===== config.mk =====
export PLATFORM = sky130hd
export DESIGN_NAME = execute_stage
export DESIGN_NICKNAME = d
export VERILOG_FILES = /design/src/rtl/execute_stage.sv
export SDC_FILE = /design/constraint.sdc
export NUM_CORES = 1
export LEC_CHECK = 0
export CORE_MARGIN = 4
export CORE_UTILIZATION = 46
export DETAILED_ROUTE_END_ITERATION = 16
export PLACE_DENSITY = 0.69
export SYNTH_ARGS = -nofsm -noshare
export SYNTH_HDL_FRONTEND = slang
export SYNTH_SLANG_ARGS = --single-unit

===== constraint.sdc =====
create_clock -name clk -period 2.3 [get_ports clk]
set_clock_uncertainty 0.1 [all_clocks]
set_input_delay 0.69 -clock clk [delete_from_list [all_inputs] [get_ports clk]]
set_output_delay 0.69 -clock clk [all_outputs]
set_load 0.03 [all_outputs]

===== src/rtl/execute_stage.sv =====
// Execute stage: ALU plus Z/N/C condition codes, feeding a single EX/MEM pipeline register.
// A full register that is stalled holds everything and refuses new work from decode.
module execute_stage #(
  parameter int DATA_W     = 16,
  parameter int REG_ADDR_W = 3,
  parameter int OP_W       = 4
) (
  input  logic                  clk,
  input  logic                  rst,
  input  logic                  in_valid,
  input  logic                  stall,
  output logic                  in_ready,
  input  logic [DATA_W-1:0]     op1,
  input  logic [DATA_W-1:0]     R_op2,
  input  logic [DATA_W-1:0]     I_op2,
  input  logic [REG_ADDR_W-1:0] write_addr,
  input  logic [OP_W-1:0]       aluOp,
  input  logic                  RegWR,
  input  logic                  aluSrc,
  input  logic                  MemWR,
  input  logic                  MemR,
  output logic                  ex_valid,
  output logic [DATA_W-1:0]     alu_result,
  output logic [DATA_W-1:0]     store_data,
  output logic [REG_ADDR_W-1:0] ex_write_addr,
  output logic                  ex_RegWR,
  output logic                  ex_MemWR,
  output logic                  ex_MemR,
  output logic [2:0]            flags
);

  localparam logic [OP_W-1:0] OP_NOT  = OP_W'(1);
  localparam logic [OP_W-1:0] OP_INC  = OP_W'(2);
  localparam logic [OP_W-1:0] OP_DEC  = OP_W'(3);
  localparam logic [OP_W-1:0] OP_MOV  = OP_W'(4);
  localparam logic [OP_W-1:0] OP_ADD  = OP_W'(5);
  localparam logic [OP_W-1:0] OP_SUB  = OP_W'(6);
  localparam logic [OP_W-1:0] OP_AND  = OP_W'(7);
  localparam logic [OP_W-1:0] OP_OR   = OP_W'(8);
  localparam logic [OP_W-1:0] OP_SHL  = OP_W'(9);
  localparam logic [OP_W-1:0] OP_SHR  = OP_W'(10);
  localparam logic [OP_W-1:0] OP_SETC = OP_W'(11);
  localparam logic [OP_W-1:0] OP_CLRC = OP_W'(12);

  logic [DATA_W-1:0] opb;
  logic [DATA_W-1:0] res;
  logic [DATA_W:0]   wide;
  logic [3:0]        shamt;
  logic              c_next;
  logic              upd_zn;
  logic [2:0]        flags_next;
  logic              accept;

  assign in_ready = !stall || !ex_valid;
  assign accept   = in_valid && in_ready;
  assign opb      = aluSrc ? I_op2 : R_op2;
  assign shamt    = opb[3:0];

  // One extra bit on the working value carries the carry/borrow or the bit shifted out.
  always_comb begin
    res    = '0;
    wide   = '0;
    upd_zn = 1'b0;
    c_next = flags[2];
    case (aluOp)
      OP_NOT: begin
        res    = ~op1;
        upd_zn = 1'b1;
      end
      OP_INC: begin
        wide   = {1'b0, op1} + {{DATA_W{1'b0}}, 1'b1};
        res    = wide[DATA_W-1:0];
        c_next = wide[DATA_W];
        upd_zn = 1'b1;
      end
      OP_DEC: begin
        wide   = {1'b0, op1} - {{DATA_W{1'b0}}, 1'b1};
        res    = wide[DATA_W-1:0];
        c_next = wide[DATA_W];
        upd_zn = 1'b1;
      end
      OP_MOV: res = opb;
      OP_ADD: begin
        wide   = {1'b0, op1} + {1'b0, opb};
        res    = wide[DATA_W-1:0];
        c_next = wide[DATA_W];
        upd_zn = 1'b1;
      end
      OP_SUB: begin
        wide   = {1'b0, op1} - {1'b0, opb};
        res    = wide[DATA_W-1:0];
        c_next = wide[DATA_W];
        upd_zn = 1'b1;
      end
      OP_AND: begin
        res    = op1 & opb;
        upd_zn = 1'b1;
      end
      OP_OR: begin
        res    = op1 | opb;
        upd_zn = 1'b1;
      end
      OP_SHL: begin
        res    = op1;
        upd_zn = 1'b1;
        if (shamt != 4'd0) begin
          wide   = {1'b0, op1} << shamt;
          res    = wide[DATA_W-1:0];
          c_next = wide[DATA_W];
        end
      end
      OP_SHR: begin
        res    = op1;
        upd_zn = 1'b1;
        if (shamt != 4'd0) begin
          wide   = {op1, 1'b0} >> shamt;
          res    = wide[DATA_W:1];
          c_next = wide[0];
        end
      end
      OP_SETC: c_next = 1'b1;
      OP_CLRC: c_next = 1'b0;
      default: res = '0;
    endcase
    flags_next = {c_next,
                  upd_zn ? res[DATA_W-1] : flags[1],
                  upd_zn ? (res == '0)   : flags[0]};
  end

  // A bubble clears valid and control but leaves the data fields as they were.
  always_ff @(posedge clk or negedge rst) begin
    if (!rst) begin
      ex_valid      <= 1'b0;
      alu_result    <= '0;
      store_data    <= '0;
      ex_write_addr <= '0;
      ex_RegWR      <= 1'b0;
      ex_MemWR      <= 1'b0;
      ex_MemR       <= 1'b0;
      flags         <= 3'b000;
    end else if (accept) begin
      ex_valid      <= 1'b1;
      alu_result    <= res;
      store_data    <= R_op2;
      ex_write_addr <= write_addr;
      ex_RegWR      <= RegWR;
      ex_MemWR      <= MemWR;
      ex_MemR       <= MemR;
      flags         <= flags_next;
    end else if (in_ready) begin
      ex_valid <= 1'b0;
      ex_RegWR <= 1'b0;
      ex_MemWR <= 1'b0;
      ex_MemR  <= 1'b0;
    end
  end

endmodule


==> results.json <==
{
  "postLayoutCoreUtil_pct": 81.5,
  "h-tree-depth": 2,
  "grt_antenna_before_repair": 0,
  "drc_errors": 0,
  "track_usage_pct": 41.6,
  "reg2reg_slack_ns": -0.25,
  "synth.top_cell.area_share_pct": 14.6,
  "crit_chain": "buf_8, mux2i_4, inv_4, ha_4, inv_4, fa_2, nor2b_4, buf_6, o221ai_4, a2111oi_4, or4_1, and3_4, nand4bb_4, nor4_2, nand4_1, o41ai_2",
  "synth-xor-area-share_pct": 1.83,
  "cp-end-kind": "flip-flop",
  "sequentialPowerShare_pct": 18.0,
  "tightest_slew_ns": 0.774,
  "p_sw_share_pct": 43.0,
  "fp_util_pct": 47.0,
  "ys_area_um2": 7180,
  "postRouteWirelength_um": 39400,
  "place.gp.congestion": 1.05,
  "ys_top_cells_by_area": "dfrtp_1 15%, ha_1 10%, mux2i_1 7.0%",
  "critPathKind": "input port to flip-flop",
  "fin_crit_sh_pct": 169,
  "portBuffers": 105,
  "p_clk_share_pct": 13.8,
  "fin_nets": 1459,
  "drv_slew": 0,
  "grt_pass1_vias": 9944,
  "die_area_um2": 17700,
  "clk_latency_ns": 0.29,
  "fmax_mhz": 258,
  "finalSetupViolCount": 19,
  "reg2reg_depth": 10,
  "ys_sh_aoi_pct": 29.0,
  "path_depth": 16,
  "cp-endpoint": "flags[0]$_DFFE_PN0P_",
  "path_common_cell": "inv_4",
  "core-area_um2": 15300,
  "pwr-share-comb_pct": 68.2,
  "setup_slack_ns": -1.58,
  "synth_area_um2": 7180,
  "busiest_layer": "met2",
  "clkSlewWorstSetupHoldPaths_ns": 0.06,
  "synthAdderAreaFrac_pct": 11.0,
  "overflow": 0,
  "rsz0062_at_grt": "true",
  "yosysTopAreaCell": "dfrtp_1",
  "io_pins": 106,
  "netlist_logic_family_top": "AND-OR/OR-AND gates",
  "violations": "setup timing",
  "ys_seq_share_pct": 14.6,
  "antenna_cells": 0,
  "postSynthCellCount": 906,
  "fp_nets": 1031,
  "cts_sinks": 42,
  "ir_drop_mv": 0.458,
  "p_int_mw": 2.91,
  "cts_tree": "done",
  "fill_cells": 958,
  "final_antenna_net_count": 0,
  "grt_max_degree": 43,
  "first_pass_iters": 6,
  "areaGrowthSynthToFinish_pct": 73.3,
  "met2_usage_pct": 66.3,
  "drive_gt1_share_pct": 45.2,
  "edf_count": 0,
  "clockBufferDepth": 2,
  "p_leak_nw": 5.45,
  "fp-row-count": 45,
  "r2r-start": "ex_valid$_DFFE_PN0P_",
  "grtUsageMet3_pct": 8.56,
  "grt_pass1_wl_um": 57800,
  "critPathArrivalTime_ns": 3.97,
  "slowest_delay_ns": 0.49,
  "crit_buf_inv": 4,
  "crit_required_ns": 2.38,
  "maxCapViolations": 0,
  "use_met1_pct": 53.5,
  "power_density_nw_per_um2": 410,
  "tool_warnings": 72,
  "r2r_end": "flags[0]$_DFFE_PN0P_",
  "hold_viol": 0,
  "status": "finished with violations",
  "cp-start-kind": "input port",
  "async_flop_share_pct": 100,
  "die_w_um": 133,
  "cts_made_buffers": 5,
  "period_minus_slack_ns": 3.88
}
[synthesized netlist by cell type (5+ instances only)]
cell type / instances
nand4_1: 12
xnor2_1: 15
nand3_1: 27
nor3_1: 33
o221ai_1: 12
a22o_1: 11
nand2_1: 70
mux2i_1: 50
or2_2: 7
dfrtp_1: 42
or3_1: 6
mux4_2: 12
nor4_1: 15
o211ai_1: 10
a21o_1: 7
nand2b_1: 10
o21a_1: 8
buf_2: 18
o2111ai_1: 5
o21ai_0: 43
a211oi_1: 15
and2_1: 5
mux2_2: 26
a2111oi_0: 12
a221o_1: 5
a211o_1: 6
nor2_1: 65
clkinv_1: 5
o22ai_1: 17
clkbuf_1: 48
inv_1: 34
a31oi_1: 15
nor2b_1: 8
and3_1: 7
a21oi_1: 45
a221oi_1: 15
o31ai_1: 10
ha_1: 60
[per-layer routing]
layer  routed length (um)  vias up
li1                     -     4365
met1                14200     4812
met2                17500      862
met3                 4870      249
met4                 2890        0
met5                    0        -
[placed cells by master (no fill, tap or decap), types with 13 or more instances in the layout]
cell type        Yosys  layout
mux2i_1             50      41
a21oi_1             45      36
inv_1               34      29
clkdlybuf4s50_1      0      83
dfrtp_1             42      42
a31oi_1             15      14
o21ai_0             43      31
buf_6                2      24
nand3_1             27      26
nor3_1              33      28
nor2_1              65      59
mux2_2              26      26
nand2_1             70      67
ha_1                60      43
o22ai_1             17      15
xnor2_1             15      13
buf_4                3     355
[registers in the layout, summed over array words and instances (netlist names)]
signal / cells
ex_MemWR: 1
ex_write_addr: 3
ex_valid: 1
store_data: 16
ex_RegWR: 1
flags: 3
alu_result: 16
ex_MemR: 1
[worst reg2reg max path, cell delays in order, from the launching register on]
cell and delay, ns:
dfrtp_1 0.39, nand2_2 0.08, nand2_1 0.08, a21oi_1 0.17
o21ai_0 0.27, nor4_2 0.38, buf_4 0.17, nand4_1 0.15
nor4_2 0.18, nand4_1 0.17, o41ai_2 0.31
[power by group through the flow]
stage               combinational [mW]  clock (mW)  sequential (mW)
floorplan                         1.29           0             1.14
global placement                  2.89           0            0.920
detailed placement                2.93           0            0.926
CTS                               3.20       0.706            0.916
global route                      3.60       0.749            0.930
finish                            3.48       0.706            0.918
[layout make-up]
type | instances | area [um2] | share of cell area [%]
Clock buffer | 5 | 125 | 1.01
Clock inverter | 3 | 21.3 | 0.171
Inverter | 43 | 174 | 1.40
Multi-Input combinational cell | 746 | 6600 | 53.1
Sequential cell | 42 | 1050 | 8.45
Tap cell | 211 | 264 | 2.12
Timing Repair Buffer | 496 | 4200 | 33.8
[timing repair]
action	in CTS	in global routing
gates resized	146	77
endpoints found under the setup margin	20	20
hold endpoints to repair	0	0
pin swaps	48	41
setup buffers	32	11
[stage by stage]
step | area, um2 | std cells | setup TNS, ns | setup slack (ns) | total power, mW
3_5_place_dp | 11100 | 1497 | -41.27 | -2.71 | 3.85
2_1_floorplan | 7600 | 906 | -20.97 | -1.67 | 2.44
3_3_place_gp | 11100 | 1497 | -40.13 | -2.55 | 3.81
6_report | 12400 | 1546 | -21.06 | -1.58 | 5.10
5_1_grt | 12400 | 1546 | -22.03 | -1.66 | 5.28
4_1_cts | 12000 | 1537 | -19.91 | -1.48 | 4.82
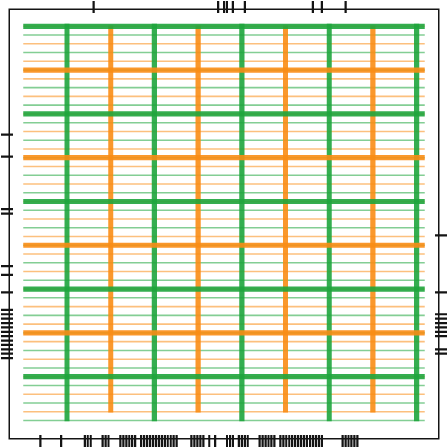
*Power grid*
Pins as bars on the die edge.
VDD: in orange. VSS: in green.
106 signal pins sit on the boundary. The core has 45 rows. 9 straps on met4. 46 met1 rails follow the rows.

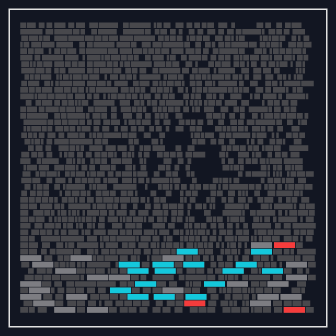
*Sequential cells grouped by signal name*
alu_result: in cyan, flops 16, where south. ex_write_addr: in red, flops 3.
Another 23 sequential cells are not coloured.

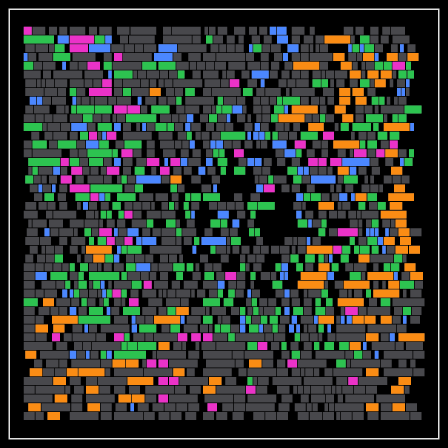
*Gate-type map*
mux cells: in orange, cells 91, most used mux2i_1, where widely spread. nor cells: in blue, cells 132, most used nor2_1, where widely spread. aoi and oai cells: in green, cells 227, most used a21oi_1. non-inverting ao/oa cells: in magenta, cells 59, most used a22o_1, where widely spread.

Power and IR drop assume default switching activity.
